===== config.mk =====
export PLATFORM = sky130hd
export DESIGN_NAME = kmeans_k2n2_ctrl
export DESIGN_NICKNAME = d
export VERILOG_FILES = /design/src/rtl/kmeans_pkg.sv /design/src/rtl/kmeans_seq_div.sv /design/src/rtl/kmeans_k2n2_ctrl.sv
export SDC_FILE = /design/constraint.sdc
export NUM_CORES = 1
export LEC_CHECK = 0
export CAP_MARGIN = 30
export CORE_MARGIN = 3
export CORE_UTILIZATION = 30
export DETAILED_ROUTE_END_ITERATION = 10
export HOLD_SLACK_MARGIN = 0.06
export PLACE_DENSITY = 0.47
export REMOVE_ABC_BUFFERS = 1
export SYNTH_ARGS = -nofsm -noshare
export SYNTH_HDL_FRONTEND = slang
export SYNTH_SLANG_ARGS = --single-unit

===== constraint.sdc =====
create_clock -name clk -period 5 [get_ports clk]
set_input_delay 1 -clock clk [delete_from_list [all_inputs] [get_ports clk]]
set_output_delay 1 -clock clk [all_outputs]
set_load 0.005 [all_outputs]

===== src/rtl/kmeans_pkg.sv =====
// Shared definitions for the 2-cluster, 2-dimension k-means controller.
//   state_e    : controller FSM state encoding
//   PIPE_LATENCY : default distance/decision pipeline depth
//   sum_width / cnt_width : accumulator and point-counter widths
package kmeans_pkg;

    localparam int unsigned PIPE_LATENCY = 4;

    typedef enum logic [2:0] {
        StIdle,
        StFeed,
        StDrain,
        StDiv,
        StUpdate,
        StDone
    } state_e;

    // A sum of up to 2**aw coordinates of dw bits never overflows dw+aw bits.
    function automatic int unsigned sum_width(input int unsigned dw, input int unsigned aw);
        return dw + aw;
    endfunction

    // Counts reach 2**aw, which needs one extra bit.
    function automatic int unsigned cnt_width(input int unsigned aw);
        return aw + 1;
    endfunction

endpackage


===== src/rtl/kmeans_seq_div.sv =====
// Restoring unsigned divider, one quotient bit per cycle.
//   clk_i, rst_i   : clock, synchronous active-high reset
//   start_i        : latch operands and begin (divisor_i must be non-zero)
//   dividend_i     : Width-bit dividend
//   divisor_i      : Width-bit divisor
//   done_o         : one-cycle pulse, quotient_o valid from this cycle until next start
//   quotient_o     : low OutWidth bits of the truncated quotient
module kmeans_seq_div #(
    parameter int unsigned Width    = 24,
    parameter int unsigned OutWidth = 16
) (
    input  logic                clk_i,
    input  logic                rst_i,
    input  logic                start_i,
    input  logic [Width-1:0]    dividend_i,
    input  logic [Width-1:0]    divisor_i,
    output logic                done_o,
    output logic [OutWidth-1:0] quotient_o
);

    localparam int unsigned CntW = $clog2(Width + 1);

    logic [Width:0]    rem_q;
    logic [Width-1:0]  quo_q;
    logic [Width-1:0]  div_q;
    logic [CntW-1:0]   cnt_q;
    logic              run_q;
    logic              done_q;

    logic [Width:0]    shifted;
    logic [Width:0]    trial;
    logic              fits;

    // Remainder stays below the divisor, so its top bit is free for the shift-in.
    always_comb begin
        shifted = {rem_q[Width-1:0], quo_q[Width-1]};
        trial   = shifted - {1'b0, div_q};
        fits    = (shifted >= {1'b0, div_q});
    end

    always_ff @(posedge clk_i) begin
        if (rst_i) begin
            rem_q  <= '0;
            quo_q  <= '0;
            div_q  <= '0;
            cnt_q  <= '0;
            run_q  <= 1'b0;
            done_q <= 1'b0;
        end else begin
            done_q <= 1'b0;
            if (start_i) begin
                rem_q <= '0;
                quo_q <= dividend_i;
                div_q <= divisor_i;
                cnt_q <= CntW'(Width);
                run_q <= 1'b1;
            end else if (run_q) begin
                rem_q <= fits ? trial : shifted;
                quo_q <= {quo_q[Width-2:0], fits};
                cnt_q <= cnt_q - CntW'(1);
                if (cnt_q == CntW'(1)) begin
                    run_q  <= 1'b0;
                    done_q <= 1'b1;
                end
            end
        end
    end

    assign done_o     = done_q;
    assign quotient_o = quo_q[OutWidth-1:0];

endmodule


===== src/rtl/kmeans_k2n2_ctrl.sv =====
// Iteration sequencer for the 2-cluster, 2-dimension k-means pipeline.
//   clk, rst            : clock, synchronous active-high reset
//   start               : begin clustering (sampled only when idle)
//   mem_rd_addr         : point address to the d0/d1 memories
//   kp_k_out            : pipeline cluster decision (1 = cluster 1)
//   kp_d0_out/kp_d1_out : point coordinates aligned with kp_k_out
//   k0_0..k1_1          : current centroids, fed back to the pipeline
//   busy                : high whenever not idle
//   done                : one-cycle pulse at the end of clustering
//   iter_count          : passes completed since the last start
module kmeans_k2n2_ctrl
    import kmeans_pkg::*;
#(
    parameter int unsigned          data_width           = 16,
    parameter int unsigned          n_input_data_b_depth = 8,
    parameter int unsigned          n_input_data         = 256,
    parameter int unsigned          pipe_latency         = PIPE_LATENCY,
    parameter int unsigned          max_iter             = 16,
    parameter logic [data_width-1:0] p_k0_0              = '0,
    parameter logic [data_width-1:0] p_k0_1              = '0,
    parameter logic [data_width-1:0] p_k1_0              = data_width'(1),
    parameter logic [data_width-1:0] p_k1_1              = data_width'(1)
) (
    input  logic                            clk,
    input  logic                            rst,
    input  logic                            start,
    output logic [n_input_data_b_depth-1:0] mem_rd_addr,
    input  logic                            kp_k_out,
    input  logic [data_width-1:0]           kp_d0_out,
    input  logic [data_width-1:0]           kp_d1_out,
    output logic [data_width-1:0]           k0_0,
    output logic [data_width-1:0]           k0_1,
    output logic [data_width-1:0]           k1_0,
    output logic [data_width-1:0]           k1_1,
    output logic                            busy,
    output logic                            done,
    output logic [7:0]                      iter_count
);

    localparam int unsigned AW = n_input_data_b_depth;
    localparam int unsigned SW = sum_width(data_width, n_input_data_b_depth);
    localparam int unsigned CW = cnt_width(n_input_data_b_depth);

    localparam logic [AW-1:0] LastAddr   = AW'(n_input_data - 1);
    localparam logic [7:0]    DrainLast  = 8'(pipe_latency - 1);
    localparam logic [7:0]    IterLimit  = 8'(max_iter);
    // Index order 0..3 = k0_0, k0_1, k1_0, k1_1, matching the division order.
    localparam logic [3:0][data_width-1:0] PK = {p_k1_1, p_k1_0, p_k0_1, p_k0_0};

    state_e                      state_q;
    logic [AW-1:0]               addr_q;
    logic [pipe_latency-1:0]     valid_q;
    logic [pipe_latency-1:0]     valid_d;
    logic [7:0]                  drain_q;
    logic [SW-1:0]               sum0_x_q, sum0_y_q, sum1_x_q, sum1_y_q;
    logic [CW-1:0]               cnt0_q, cnt1_q;
    logic [3:0][data_width-1:0]  k_q;
    logic [3:0][data_width-1:0]  nk_q;
    logic [7:0]                  iter_q;
    logic [7:0]                  iter_inc;
    logic                        busy_q;
    logic                        done_q;
    logic [1:0]                  div_idx_q;
    logic                        div_wait_q;
    logic                        div_start_q;

    logic [SW-1:0]               div_dividend;
    logic [CW-1:0]               div_cnt;
    logic                        div_done;
    logic [data_width-1:0]       div_quotient;
    logic                        acc_en;
    logic                        changed;

    // Valid line tracks which pipeline output cycles carry a real point.
    always_comb begin
        valid_d    = valid_q << 1;
        valid_d[0] = (state_q == StFeed);
    end

    always_comb begin
        div_dividend = '0;
        div_cnt      = '0;
        case (div_idx_q)
            2'd0: begin div_dividend = sum0_x_q; div_cnt = cnt0_q; end
            2'd1: begin div_dividend = sum0_y_q; div_cnt = cnt0_q; end
            2'd2: begin div_dividend = sum1_x_q; div_cnt = cnt1_q; end
            default: begin div_dividend = sum1_y_q; div_cnt = cnt1_q; end
        endcase
    end

    assign acc_en   = valid_q[pipe_latency-1] && (state_q == StFeed || state_q == StDrain);
    assign changed  = (nk_q != k_q);
    assign iter_inc = iter_q + 8'd1;

    kmeans_seq_div #(
        .Width    (SW),
        .OutWidth (data_width)
    ) u_div (
        .clk_i      (clk),
        .rst_i      (rst),
        .start_i    (div_start_q),
        .dividend_i (div_dividend),
        .divisor_i  (SW'(div_cnt)),
        .done_o     (div_done),
        .quotient_o (div_quotient)
    );

    always_ff @(posedge clk) begin
        if (rst) begin
            state_q     <= StIdle;
            addr_q      <= '0;
            valid_q     <= '0;
            drain_q     <= '0;
            sum0_x_q    <= '0;
            sum0_y_q    <= '0;
            sum1_x_q    <= '0;
            sum1_y_q    <= '0;
            cnt0_q      <= '0;
            cnt1_q      <= '0;
            k_q         <= PK;
            nk_q        <= PK;
            iter_q      <= '0;
            busy_q      <= 1'b0;
            done_q      <= 1'b0;
            div_idx_q   <= '0;
            div_wait_q  <= 1'b0;
            div_start_q <= 1'b0;
        end else begin
            done_q      <= 1'b0;
            div_start_q <= 1'b0;
            valid_q     <= valid_d;

            if (acc_en) begin
                if (!kp_k_out) begin
                    sum0_x_q <= sum0_x_q + SW'(kp_d0_out);
                    sum0_y_q <= sum0_y_q + SW'(kp_d1_out);
                    cnt0_q   <= cnt0_q + CW'(1);
                end else begin
                    sum1_x_q <= sum1_x_q + SW'(kp_d0_out);
                    sum1_y_q <= sum1_y_q + SW'(kp_d1_out);
                    cnt1_q   <= cnt1_q + CW'(1);
                end
            end

            case (state_q)
                StIdle: begin
                    if (start) begin
                        k_q      <= PK;
                        iter_q   <= '0;
                        sum0_x_q <= '0;
                        sum0_y_q <= '0;
                        sum1_x_q <= '0;
                        sum1_y_q <= '0;
                        cnt0_q   <= '0;
                        cnt1_q   <= '0;
                        addr_q   <= '0;
                        valid_q  <= '0;
                        busy_q   <= 1'b1;
                        state_q  <= StFeed;
                    end
                end
                StFeed: begin
                    if (addr_q == LastAddr) begin
                        addr_q  <= '0;
                        drain_q <= '0;
                        state_q <= StDrain;
                    end else begin
                        addr_q <= addr_q + AW'(1);
                    end
                end
                StDrain: begin
                    if (drain_q == DrainLast) begin
                        div_idx_q  <= '0;
                        div_wait_q <= 1'b0;
                        state_q    <= StDiv;
                    end else begin
                        drain_q <= drain_q + 8'd1;
                    end
                end
                StDiv: begin
                    if (!div_wait_q) begin
                        if (div_cnt == '0) begin
                            // Empty cluster keeps its old coordinate.
                            nk_q[div_idx_q] <= k_q[div_idx_q];
                            if (div_idx_q == 2'd3) state_q <= StUpdate;
                            else                   div_idx_q <= div_idx_q + 2'd1;
                        end else begin
                            div_start_q <= 1'b1;
                            div_wait_q  <= 1'b1;
                        end
                    end else if (div_done) begin
                        nk_q[div_idx_q] <= div_quotient;
                        div_wait_q      <= 1'b0;
                        if (div_idx_q == 2'd3) state_q <= StUpdate;
                        else                   div_idx_q <= div_idx_q + 2'd1;
                    end
                end
                StUpdate: begin
                    iter_q <= iter_inc;
                    k_q    <= nk_q;
                    if (!changed || iter_inc == IterLimit) begin
                        done_q  <= 1'b1;
                        state_q <= StDone;
                    end else begin
                        sum0_x_q <= '0;
                        sum0_y_q <= '0;
                        sum1_x_q <= '0;
                        sum1_y_q <= '0;
                        cnt0_q   <= '0;
                        cnt1_q   <= '0;
                        addr_q   <= '0;
                        state_q  <= StFeed;
                    end
                end
                StDone: begin
                    busy_q  <= 1'b0;
                    state_q <= StIdle;
                end
                default: state_q <= StIdle;
            endcase
        end
    end

    assign mem_rd_addr = addr_q;
    assign k0_0        = k_q[0];
    assign k0_1        = k_q[1];
    assign k1_0        = k_q[2];
    assign k1_1        = k_q[3];
    assign busy        = busy_q;
    assign done        = done_q;
    assign iter_count  = iter_q;

endmodule


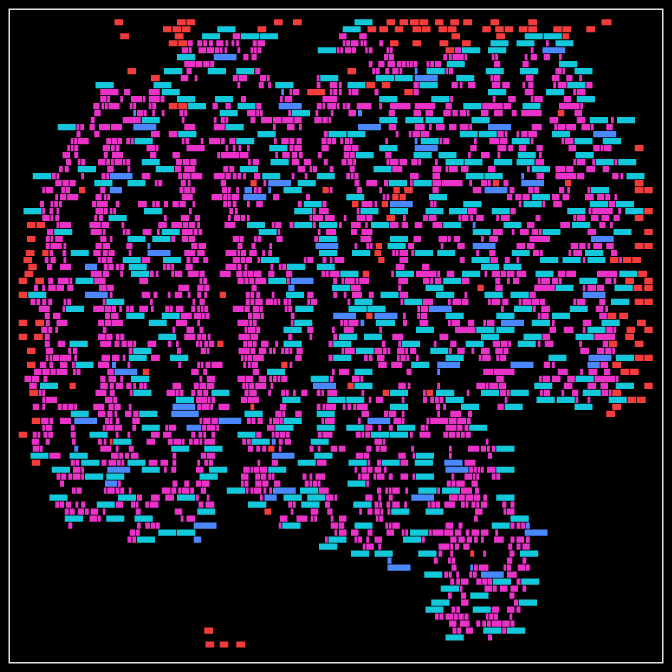
Figure 1: cell classes on the final placement.
Key: blue = clock drivers and dummy loads [cells 72, share of their area 6.4%]; magenta = remaining logic cells [cells 1693, share of their area 54%]; red = remaining buffers and delay cells [cells 150, share of their area 6.9%]; cyan = registers [cells 343, share of their area 33%]
post-route cell area: 0.0217 sq mm
Layout Utilization: 35.9%

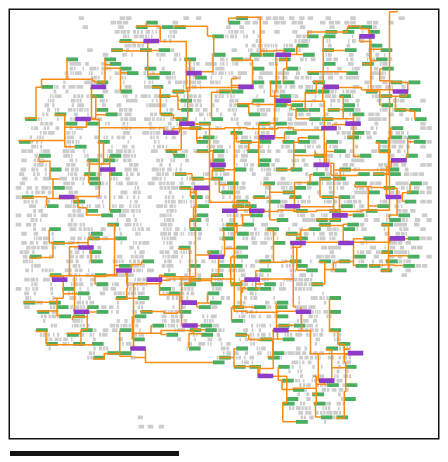
Figure 2: clock network drawn from the DEF.
Scale bar: 100 microns.
Key: purple = clock-net drivers [count 44]; green = flip-flops [count 343]; orange = clock wires [length 5400 microns]
There are 45 routed clock nets.
P_clk: 2.99 mW
clk_skew: 0.0235 ns
Late-Pin Clk Latency: 0.58 ns
Clk pwr share: 46.2%

==> impl_metrics.env <==
# flow metrics
export IMPL_rsz0062_at_grt="false"
export IMPL_critPathTopFamily="simple AND/OR/NAND/NOR gates"
export IMPL_place_gp_congestion=0.852
export IMPL_simple_gate_area_share_pct=19.0
export IMPL_period_needed_ns=3.82
export IMPL_min_from="valid_q[0]$_SDFF_PP0_"
export IMPL_combinationalPower_mw=0.681
export IMPL_topCombFamilyByArea="simple AND/OR/NAND/NOR gates"
export IMPL_aoi_share_pct=18.2
export IMPL_initial_core_util_pct=30.4
export IMPL_finalWorstSetupSlack_ns=1.18
export IMPL_rows=90
export IMPL_postCtsSetupBuffers=0
export IMPL_die_y_microns=254
export IMPL_yosys_stat_area_sq_mm=0.0184
export IMPL_cpPeakStageDelay_ns=0.77
export IMPL_hold_viol_final=0
export IMPL_most_common_layout_cells="342 x dfxtp_1, 287 x nor2_1, 209 x nand2_1"
export IMPL_cts_tree="built"
export IMPL_syn_inst=2153
export IMPL_min_path_cells=1
export IMPL_grt_first_pass_wirelength_microns=85800
export IMPL_flop_cell="dfxtp_1"
export IMPL_grt_util_met2_pct=27.2
export IMPL_drive_above_1_share_pct=7.88
export IMPL_area_leaders="dfxtp_1 37%, nor2_1 5.9%, ha_1 5.7%, xor2_1 5.0%, a21oi_1 4.5%"
export IMPL_reg2reg_slack_ns=1.18
export IMPL_setup_tns_ns=0
export IMPL_clock_area_share_pct=6.14
export IMPL_area_growth_pct=18.1
export IMPL_met2_length_microns=24900
export IMPL_clock_sinks=343
export IMPL_fin_crit_sh_pct=76.4
export IMPL_sh_seq_area_pct=31.6
export IMPL_logic_gate_count=1653
export IMPL_synth_edff_count=0
export IMPL_synth_adder_area_share_pct=6.26
export IMPL_yosys_top_cells_count="343 x dfxtp_1, 287 x nor2_1, 209 x nand2_1, 164 x a21oi_1, 106 x xor2_1"
export IMPL_synthMostInstantiatedCell="dfxtp_1"
export IMPL_stdcell_count=3040
export IMPL_crit_chain="ha_1, nor2_1, or4_1, o41ai_1, mux2_2, nor2b_1, nand2_1, buf_4, a211o_1"
export IMPL_regMostFlops="nk_q"
export IMPL_met3_length_microns=2280
export IMPL_ctsLongestPathBuffers=3
export IMPL_place_area_sq_mm=0.0204
export IMPL_worst_pin_slew_ns=1.05
export IMPL_logic_area_sq_mm=0.0110
export IMPL_cts_hold_buf=0
export IMPL_combPwrFrac_pct=10.5
export IMPL_whs_ns=0.430
export IMPL_p_seq_share_pct=43.3
export IMPL_fillers=6165
export IMPL_min_to="valid_q[1]$_SDFF_PP0_"
export IMPL_top_cell_area_share_pct=37.3
export IMPL_wl_met1_microns=26200
export IMPL_crit_path_start="div_idx_q[0]$_SDFFE_PP0P_"
export IMPL_grt_overflow_total=0
export IMPL_yosys_cells=2153
export IMPL_relSlewSlack_pct=30.0
export IMPL_p_sw_share_pct=27.3
export IMPL_maxCapViolations=0
export IMPL_diodes=0
export IMPL_taps=782
export IMPL_min_path_type="reg2reg"
export IMPL_ys_seq_share_pct=37.3
export IMPL_ctsResizeCount=0
export IMPL_ios=118
export IMPL_syn_area_per_cell_sq_um=8.55
export IMPL_nonClkBufAreaFrac_pct=6.56
export IMPL_inverters=40
export IMPL_status="completed"
export IMPL_drv_slew=0
export IMPL_die_x_microns=254
export IMPL_largest_reg_flops=64
export IMPL_lay_top_count="dfxtp_1"
export IMPL_grt_use_total_pct=16.6
export IMPL_worstPathMaxFanout=17
export IMPL_cp_endpoint="nk_q[48]$_SDFFE_PP1P_"
export IMPL_layout_area_seq_sq_mm=0.00687
export IMPL_grtUsageMet1_pct=22.9
export IMPL_synth_flop_count=343
export IMPL_mux_share_pct=8.37
export IMPL_tool_warnings=31
export IMPL_yosys_area_top_type="dfxtp_1"
export IMPL_dp_hpwl_microns=38400
export IMPL_root_buffer="clkbuf_16"
export IMPL_dominant_cells="logic gates"
export IMPL_drtIter0Drc=1175
export IMPL_power_leader="the clock network"
export IMPL_synthesis_area_sq_mm=0.0184
export IMPL_vias=16000
export IMPL_place_ws_ns=0.739
export IMPL_switchingPower_mw=1.77
export IMPL_grt_pass1_vias=15300
export IMPL_r2r_end="nk_q[48]$_SDFFE_PP1P_"
export IMPL_nNetsFinal=2357
export IMPL_core_sq_mm=0.0605
export IMPL_cts_max_level=2
export IMPL_end_kind="flop"
export IMPL_dieArea_sq_mm=0.0643
export IMPL_ys_sh_xor_pct=7.57
export IMPL_worstRegToRegCells=9
export IMPL_clk_pin_slew_ns=0.06
export IMPL_cp_buffers_inverters=1
export IMPL_async_reset_ff_share_pct=0
export IMPL_p_per_area_mw_per_mm2=298
export IMPL_power_internal_mw=4.71
export IMPL_port_buffers=117
export IMPL_buffers=150
export IMPL_cp_depth=9
export IMPL_fmax_mhz=262
export IMPL_seq_cells=343
export IMPL_regToRegStartpoint="div_idx_q[0]$_SDFFE_PP0P_"
export IMPL_required_ns=5.47
export IMPL_leakagePower_nw=8.76
export IMPL_start_kind="flop"
export IMPL_setup_violations=0
export IMPL_critPathKind="reg2reg"
export IMPL_top_layer_used="met4"
export IMPL_pg_seq_mw=2.81
export IMPL_ant_nets=0
export IMPL_antenna_found_initial=1
export IMPL_dpl_cell_count=2967
export IMPL_avgRoutedWirePerCell_microns=17.9
export IMPL_comb_share_pct=50.5
export IMPL_drt_pass1_iterations=8
export IMPL_synth_cell_type_count=65
export IMPL_drc=0
export IMPL_ys_warn_count=0
export IMPL_critPathSlowestCell="dfxtp_1"
export IMPL_totalWireLength_microns=54500
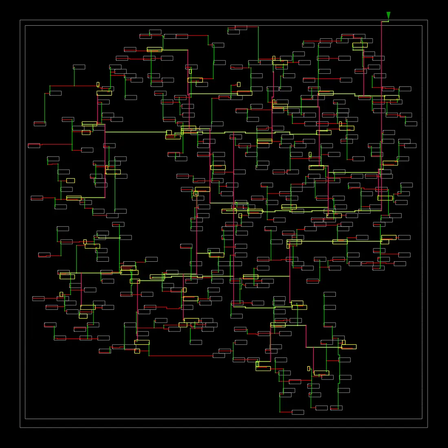
Figure 3: clock routing.
total CTS buffers: 44
Layout clock buffers: 59

No activity file was given, so power comes from the tool's default toggle rates.
